### Routing congestion, run 1

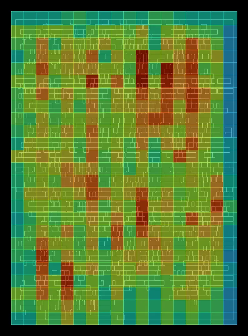
### Nets reached from selected ports, run 1

Scale bar: 20 um.
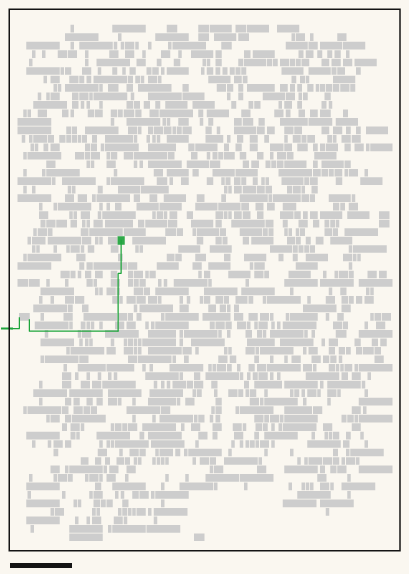
### Sequential cells grouped by signal name, run 1

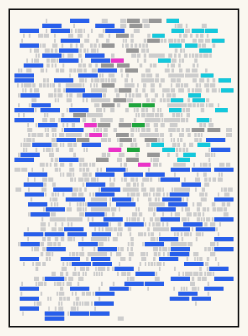
$ cat config.mk
export PLATFORM = sky130hd
export DESIGN_NAME = btn_cmd_gen
export DESIGN_NICKNAME = d
export VERILOG_FILES = /design/src/rtl/btn_cmd_gen.sv
export SDC_FILE = /design/constraint.sdc
export NUM_CORES = 1
export LEC_CHECK = 0
export CAP_MARGIN = 20
export CORE_ASPECT_RATIO = 1.4
export CORE_MARGIN = 2
export CORE_UTILIZATION = 45
export CTS_CLUSTER_DIAMETER = 200
export DETAILED_ROUTE_END_ITERATION = 8
export SLEW_MARGIN = 10
export SYNTH_ARGS = -nofsm -noshare
export SYNTH_HDL_FRONTEND = slang
export SYNTH_SLANG_ARGS = --single-unit
$ cat constraint.sdc
create_clock -name pixelclk -period 2.65 [get_ports pixelclk]
set_input_delay 0.53 -clock pixelclk [delete_from_list [all_inputs] [get_ports pixelclk]]
set_output_delay 0.53 -clock pixelclk [all_outputs]
set_load 0.02 [all_outputs]
$ cat src/rtl/btn_cmd_gen.sv
// btn_cmd_gen: push-button front end for the image-generation controller.
// Synchronises and debounces five buttons, auto-repeats the direction
// buttons, arbitrates simultaneous events (C > U > D > L > R) and issues
// one-cycle key_en* pulses through a single pending slot that honours busy.
module btn_cmd_gen #(
  parameter int DB_CYCLES     = 250000,
  parameter int REPEAT_DELAY  = 10000000,
  parameter int REPEAT_PERIOD = 3750000,
  parameter int CNT_W         = 24
) (
  input  logic pixelclk,
  input  logic reset_n,
  input  logic btnC,
  input  logic btnU,
  input  logic btnD,
  input  logic btnL,
  input  logic btnR,
  input  logic busy,
  output logic key_enC,
  output logic key_enU,
  output logic key_enD,
  output logic key_enL,
  output logic key_enR,
  output logic key_pending
);

  // Button vector order: bit 4 = C, 3 = U, 2 = D, 1 = L, 0 = R.
  localparam int NB = 5;
  localparam logic [CNT_W-1:0] DB_LAST  = CNT_W'(DB_CYCLES - 1);
  localparam logic [CNT_W-1:0] RPT_DLY  = CNT_W'(REPEAT_DELAY - 1);
  localparam logic [CNT_W-1:0] RPT_PER  = CNT_W'(REPEAT_PERIOD - 1);

  // Fixed-priority one-hot pick, highest bit wins.
  function automatic logic [NB-1:0] pick_first(input logic [NB-1:0] req);
    logic [NB-1:0] gnt;
    gnt = '0;
    for (int i = NB - 1; i >= 0; i--) begin
      if (req[i] && (gnt == '0)) gnt[i] = 1'b1;
    end
    return gnt;
  endfunction

  logic [NB-1:0]    raw;
  logic [NB-1:0]    sync_p0;
  logic [NB-1:0]    sync_p1;
  logic [NB-1:0]    db;
  logic [NB-1:0]    db_prev;
  logic [CNT_W-1:0] db_cnt [NB];
  logic [NB-1:0]    press;
  logic [3:0]       dir_press;
  logic [3:0]       new_owner;
  logic [3:0]       owner;
  logic [CNT_W-1:0] rpt_timer;
  logic             owner_held;
  logic             rpt_fire;
  logic [NB-1:0]    events;
  logic [NB-1:0]    winner;
  logic             slot_vld;
  logic [NB-1:0]    slot_key;
  logic             issue;
  logic [NB-1:0]    key_en_p2;

  assign raw = {btnC, btnU, btnD, btnL, btnR};

  // Two-flop synchroniser per raw button.
  always_ff @(posedge pixelclk) begin
    if (!reset_n) begin
      sync_p0 <= '0;
      sync_p1 <= '0;
    end else begin
      sync_p0 <= raw;
      sync_p1 <= sync_p0;
    end
  end

  // Debounce: accept a new level only after DB_CYCLES consecutive mismatches.
  always_ff @(posedge pixelclk) begin
    if (!reset_n) begin
      db      <= '0;
      db_prev <= '0;
      for (int i = 0; i < NB; i++) db_cnt[i] <= '0;
    end else begin
      db_prev <= db;
      for (int i = 0; i < NB; i++) begin
        if (sync_p1[i] != db[i]) begin
          if (db_cnt[i] == DB_LAST) begin
            db[i]     <= ~db[i];
            db_cnt[i] <= '0;
          end else begin
            db_cnt[i] <= db_cnt[i] + 1'b1;
          end
        end else begin
          db_cnt[i] <= '0;
        end
      end
    end
  end

  // ---- stage p1: press / repeat events and arbitration ----
  assign press      = db & ~db_prev;
  assign dir_press  = press[3:0];
  assign owner_held = |(owner & db[3:0]);
  assign rpt_fire   = owner_held && (rpt_timer == '0);
  assign events     = press | {1'b0, (rpt_fire ? owner : 4'b0000)};
  assign winner     = pick_first(events);

  // New repeat owner: highest-priority direction pressed this cycle.
  always_comb begin
    new_owner = '0;
    if (dir_press[3])      new_owner[3] = 1'b1;
    else if (dir_press[2]) new_owner[2] = 1'b1;
    else if (dir_press[1]) new_owner[1] = 1'b1;
    else if (dir_press[0]) new_owner[0] = 1'b1;
  end

  // Shared repeat timer: a press takes ownership, release of the owner stops it.
  always_ff @(posedge pixelclk) begin
    if (!reset_n) begin
      owner     <= '0;
      rpt_timer <= '0;
    end else if (|dir_press) begin
      owner     <= new_owner;
      rpt_timer <= RPT_DLY;
    end else if ((owner != '0) && !owner_held) begin
      owner     <= '0;
      rpt_timer <= '0;
    end else if (rpt_fire) begin
      rpt_timer <= RPT_PER;
    end else if (owner != '0) begin
      rpt_timer <= rpt_timer - 1'b1;
    end
  end

  // ---- stage p2: pending slot and registered command pulses ----
  assign issue = slot_vld && !busy;

  // Single pending slot; it may be refilled on the edge it issues.
  always_ff @(posedge pixelclk) begin
    if (!reset_n) begin
      slot_vld  <= 1'b0;
      slot_key  <= '0;
      key_en_p2 <= '0;
    end else begin
      key_en_p2 <= issue ? slot_key : '0;
      if ((winner != '0) && (!slot_vld || issue)) begin
        slot_vld <= 1'b1;
        slot_key <= winner;
      end else if (issue) begin
        slot_vld <= 1'b0;
      end
    end
  end

  assign key_enC     = key_en_p2[4];
  assign key_enU     = key_en_p2[3];
  assign key_enD     = key_en_p2[2];
  assign key_enL     = key_en_p2[1];
  assign key_enR     = key_en_p2[0];
  assign key_pending = slot_vld;

endmodule

==> impl_metrics.env, run 1 <==
# flow metrics
export IMPL_worstHoldStart="sync_p0[3]"
export IMPL_largest_reg_flops=120
export IMPL_compound_area_frac=0.06169
export IMPL_critPathKind="flip-flop to flip-flop"
export IMPL_die_width_um=124.9
export IMPL_cts_htree_levels=4
export IMPL_worst_path_max_delay_cell="or4_1"
export IMPL_min_to="sync_p1[3]"
export IMPL_min_path_type="flip-flop to flip-flop"
export IMPL_cts_sinks=179
export IMPL_yosys_area_share_xor_xnor=0.1151
export IMPL_clkbuf_count=18
export IMPL_placed_area_mm2=0.01021
export IMPL_drt_pass1_iterations=4
export IMPL_synth_top_cell_by_count="nor2_1"
export IMPL_cellLeakagePower_nw=3.925
export IMPL_antenna_left=0
export IMPL_grt_max_degree=25
export IMPL_comb_area_mm2=0.004662
export IMPL_top_register="db_cnt"
export IMPL_syn_area_per_cell_um2=9.954
export IMPL_clockBufferDepth=2
export IMPL_topCellsByArea="edfxtp_1 39%, dfxtp_1 13%, nor2_1 6.6%, xor2_1 6.1%, xnor2_1 5.4%"
export IMPL_wl_um=17920
export IMPL_r2r_end="slot_key[3]"
export IMPL_top_regs="db_cnt x120, rpt_timer x24"
export IMPL_num_multi_input_gates=812
export IMPL_wl_per_cell_um=13.41
export IMPL_reg2reg_setup_slack_ns=0.23
export IMPL_cp_num_cells=6
export IMPL_synthTopCellsByCount="163 x nor2_1, 120 x edfxtp_1, 64 x xor2_1"
export IMPL_hold_ws_ns=0.4322
export IMPL_simple_gate_share=0.2639
export IMPL_n_all_inverters=20
export IMPL_vias=6789
export IMPL_nonClockBufferCount=42
export IMPL_clock_fmax_mhz=412.9
export IMPL_rr_worst_depth=6
export IMPL_antenna_cells=0
export IMPL_grt_pass1_wl_um=31060
export IMPL_seq_share=0.4412
export IMPL_run_status="finished clean"
export IMPL_root_buffer="clkbuf_16"
export IMPL_path_cells="or4_1 > nor4_4 > buf_4 > a211oi_4 > or3_1 > o32ai_2"
About 'Routing congestion':
Finished Core Util: 0.5424
GRT Resource Usage Total: 0.1729

About 'Nets reached from selected ports':
btnD: in green, direction input, edge left, end cells 1, buffers 1, wire 68.5 um.
Port Buffer Count: 13
number of I/O pins: 14

About 'Sequential cells grouped by signal name':
db_cnt: in blue, flops 120, where all over the die. owner: in green, flops 4. rpt_timer: in cyan, flops 24. sync_p1: in magenta, flops 5, where middle.
Another 26 sequential cells are not colored.

## run 1: routing by layer
layer / global-route usage / vias to the layer above / part of all wire
li1: - / 3506 / -
met2: 0.3031 / 64 / 0.50
met3: 0.02932 / 24 / 0.019
met4: 0.06389 / 0 / 0.018
met1: 0.2140 / 3195 / 0.46
met5: 0 / - / 0
## run 1: where the power goes
part | total, mW | internal [mW] | switching [mW]
sequential | 3.15 | 3.06 | 0.0915
clock | 2.77 | 1.67 | 1.09
combinational | 0.203 | 0.0869 | 0.116
total | 6.12 | 4.82 | 1.30
## run 1: through the flow
step           setup WS (ns)  power [mW]  cells
2_1_floorplan         0.3924       3.341   1044
3_3_place_gp          0.3075       3.413   1305
3_5_place_dp          0.2611       3.415   1305
4_1_cts               0.2288       6.176   1336
5_1_grt               0.1443       6.334   1336
6_report              0.2284       6.122   1336
==> run 1 -> run 2 <==
==> constraint.sdc (replaced) <==
create_clock -name pixelclk -period 2.65 [get_ports pixelclk]
set_input_delay 0.265 -clock pixelclk [delete_from_list [all_inputs] [get_ports pixelclk]]
set_output_delay 0.265 -clock pixelclk [all_outputs]
set_load 0.02 [all_outputs]
### Sequential cells grouped by signal name, run 2

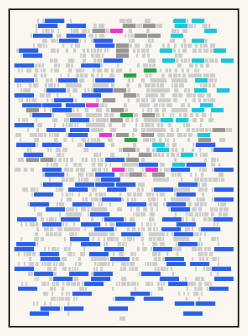
sync_p1: in magenta, flops 5. owner: in green, flops 4, where top middle. db_cnt: in blue, flops 120, where all over the die. rpt_timer: in cyan, flops 24.

### Routing congestion, run 2

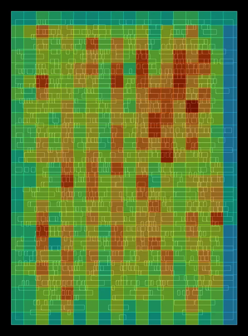
GRT Max-Usage Layer: met2
WL per Instance: 13.56 um
M3 GR Usage: 0.02994
met1 usage: 0.2163

==> run 2 against run 1 <==
Net effect: via count unchanged; critical path depth is the same; sequential cell count did not move; sequential power hardly changed; largest cell class unchanged; worst setup slack lost 0.028 ns; sequential share of layout area is essentially flat; die size stayed put.
==> impl_metrics.env, run 2 <==
# flow metrics
export IMPL_hold_ws_ns=0.4275
export IMPL_clockBufferDepth=2
export IMPL_grt_usage=0.1752
export IMPL_comb_cell_power_mw=0.204
export IMPL_run_status="finished clean"
export IMPL_pg_clk_mw=2.76
export IMPL_rr_worst_depth=6
export IMPL_wl_met3_um=356
export IMPL_final_util=0.5428
export IMPL_root_buffer="clkbuf_16"
export IMPL_top_layer="met4"
export IMPL_largest_reg_flops=120
export IMPL_synthTopCellsByCount="163 x nor2_1, 120 x edfxtp_1, 64 x xor2_1"
export IMPL_pre_cts_slack_ns=0.2289
export IMPL_clock_fmax_mhz=408.2
export IMPL_grtUsageMet2=0.3108
export IMPL_fin_cells=1336
export IMPL_min_path_type="input port to flip-flop"
export IMPL_wl_met2_um=9262
export IMPL_top_regs="db_cnt x120, rpt_timer x24"
export IMPL_placed_cells=1304
export IMPL_maxPowerGroup="sequential cells"
export IMPL_vias=6789
export IMPL_antenna_cells=0
export IMPL_worstHoldStart="btnU"
export IMPL_pin_count=14
export IMPL_die_width_um=124.9
run 2: netlist changes by cell type in the layout (fill, tap and decap cells not counted):
| cell | before | now |
|---|---|---|
| a211oi_2 | 1 | 0 |
| a211oi_4 | 1 | 2 |
| buf_4 | 27 | 26 |
| clkbuf_1 | 1 | 4 |
| clkbuf_8 | 0 | 2 |
| clkinv_2 | 2 | 1 |
| clkinv_4 | 2 | 1 |
| clkinvlp_4 | 1 | 0 |
| inv_6 | 2 | 1 |
run 2: cell type report:
type / instances / area (um^2)
repair buffers: 41 / 365.4
fillers: 1844 / 9143
clock inverters: 9 / 176.4
inverters: 20 / 75.07
multi-input cells: 812 / 4669
clock buffers: 23 / 467.9
flip-flops and latches: 179 / 4785
well taps: 252 / 315.3
==> run 2 -> run 3 <==
==> constraint.sdc (replaced) <==
create_clock -name pixelclk -period 2.82 [get_ports pixelclk]
set_input_delay 0.282 -clock pixelclk [delete_from_list [all_inputs] [get_ports pixelclk]]
set_output_delay 0.282 -clock pixelclk [all_outputs]
set_load 0.02 [all_outputs]
### Nets reached from selected ports, run 3

Scale bar: 20 um.
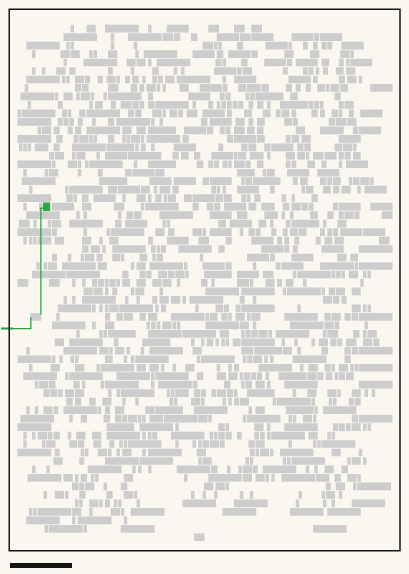
btnD: in green, direction input, edge left, end cells 1, buffers 1, wire 46.3 um.

### M3 wires, run 3

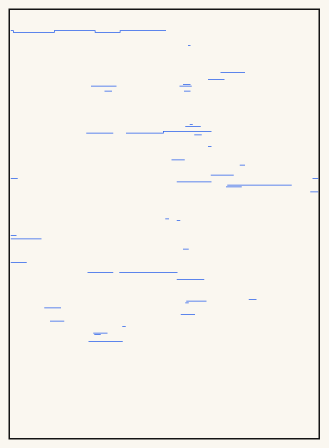
The longest straight run is 25.8 um. The layer holds 2.0% of the routed length.

==> run 3 against run 2 <==
Net effect: sequential share of layout area increased by 0.48 points; count of clock-buffer cells in the layout decreased by 6; cell count decreased by 0.22%; power decreased by 10%.
==> impl_metrics.env, run 3 <==
# flow metrics
export IMPL_run_status="finished clean"
export IMPL_busiest_layer="met2"
export IMPL_wl_um=17940
export IMPL_vias=6827
export IMPL_grt_usage=0.1718
export IMPL_critPathKind="flip-flop to flip-flop"
export IMPL_final_nonclk_buf_share=0.02960
export IMPL_comb_area_mm2=0.004662
export IMPL_largest_reg_flops=120
export IMPL_antenna_cells=0
export IMPL_seq_share=0.4456
export IMPL_clk_share=0.05419
export IMPL_p_seq_mw=2.96
export IMPL_top_regs="db_cnt x120, rpt_timer x24"
export IMPL_placed_area_mm2=0.01015
export IMPL_port_buffers=13
export IMPL_pin_count=14
export IMPL_top_layer="met4"
export IMPL_topCellsByArea="edfxtp_1 39%, dfxtp_1 13%, nor2_1 6.6%, xor2_1 6.1%, xnor2_1 5.4%"
export IMPL_wl_per_cell_um=13.46
export IMPL_cellLeakagePower_nw=3.860
export IMPL_syn_area_per_cell_um2=9.954
export IMPL_yosys_area_share_xor_xnor=0.1151
export IMPL_met1_usage=0.2117
export IMPL_placed_cells=1301
export IMPL_num_multi_input_gates=812
export IMPL_largest_class="registers"
export IMPL_sw_frac_of_total=0.2251
export IMPL_fin_cells=1333
export IMPL_nFillCells=1910
export IMPL_final_util=0.5369
export IMPL_clock_fmax_mhz=384.1
export IMPL_drt_pass1_iterations=4
export IMPL_grt_max_degree=25
export IMPL_cts_sinks=179
export IMPL_grt_pass1_wl_um=31140
export IMPL_nonClockBufferCount=38
export IMPL_clkbuf_count=17
export IMPL_cp_num_cells=7
export IMPL_pg_clk_mw=2.36
export IMPL_ff_count=179
export IMPL_die_width_um=124.9
export IMPL_seq_area_mm2=0.004785
export IMPL_maxPowerGroup="sequential cells"
export IMPL_rr_worst_depth=7
export IMPL_p_int_mw=4.269
export IMPL_antenna_left=0
export IMPL_simple_gate_share=0.2639
export IMPL_cts_htree_levels=4
export IMPL_wl_met3_um=350
-- run 3: cell counts after synthesis --
Identical to the previous run, type by type.
-- run 3: worst paths after layout --
kind,from,to,slack (ns)
max,rpt_timer[0],slot_key[0],0.22
min,btnL,sync_p0[1],0.44
max reg2reg,rpt_timer[0],slot_key[0],0.22
min reg2reg,sync_p0[1],sync_p1[1],0.44
-- run 3: per-stage QoR --
stage	setup slack [ns]	total power, mW	hold slack (ns)
after floorplan	0.5624	3.140	0.4093
after global placement	0.3868	3.203	0.4165
after detailed placement	0.2633	3.206	0.4230
after CTS	0.2373	5.572	0.4144
after global routing	0.07261	5.726	0.4276
final	0.2168	5.508	0.4365
Power is estimated from default activity; no workload was simulated.
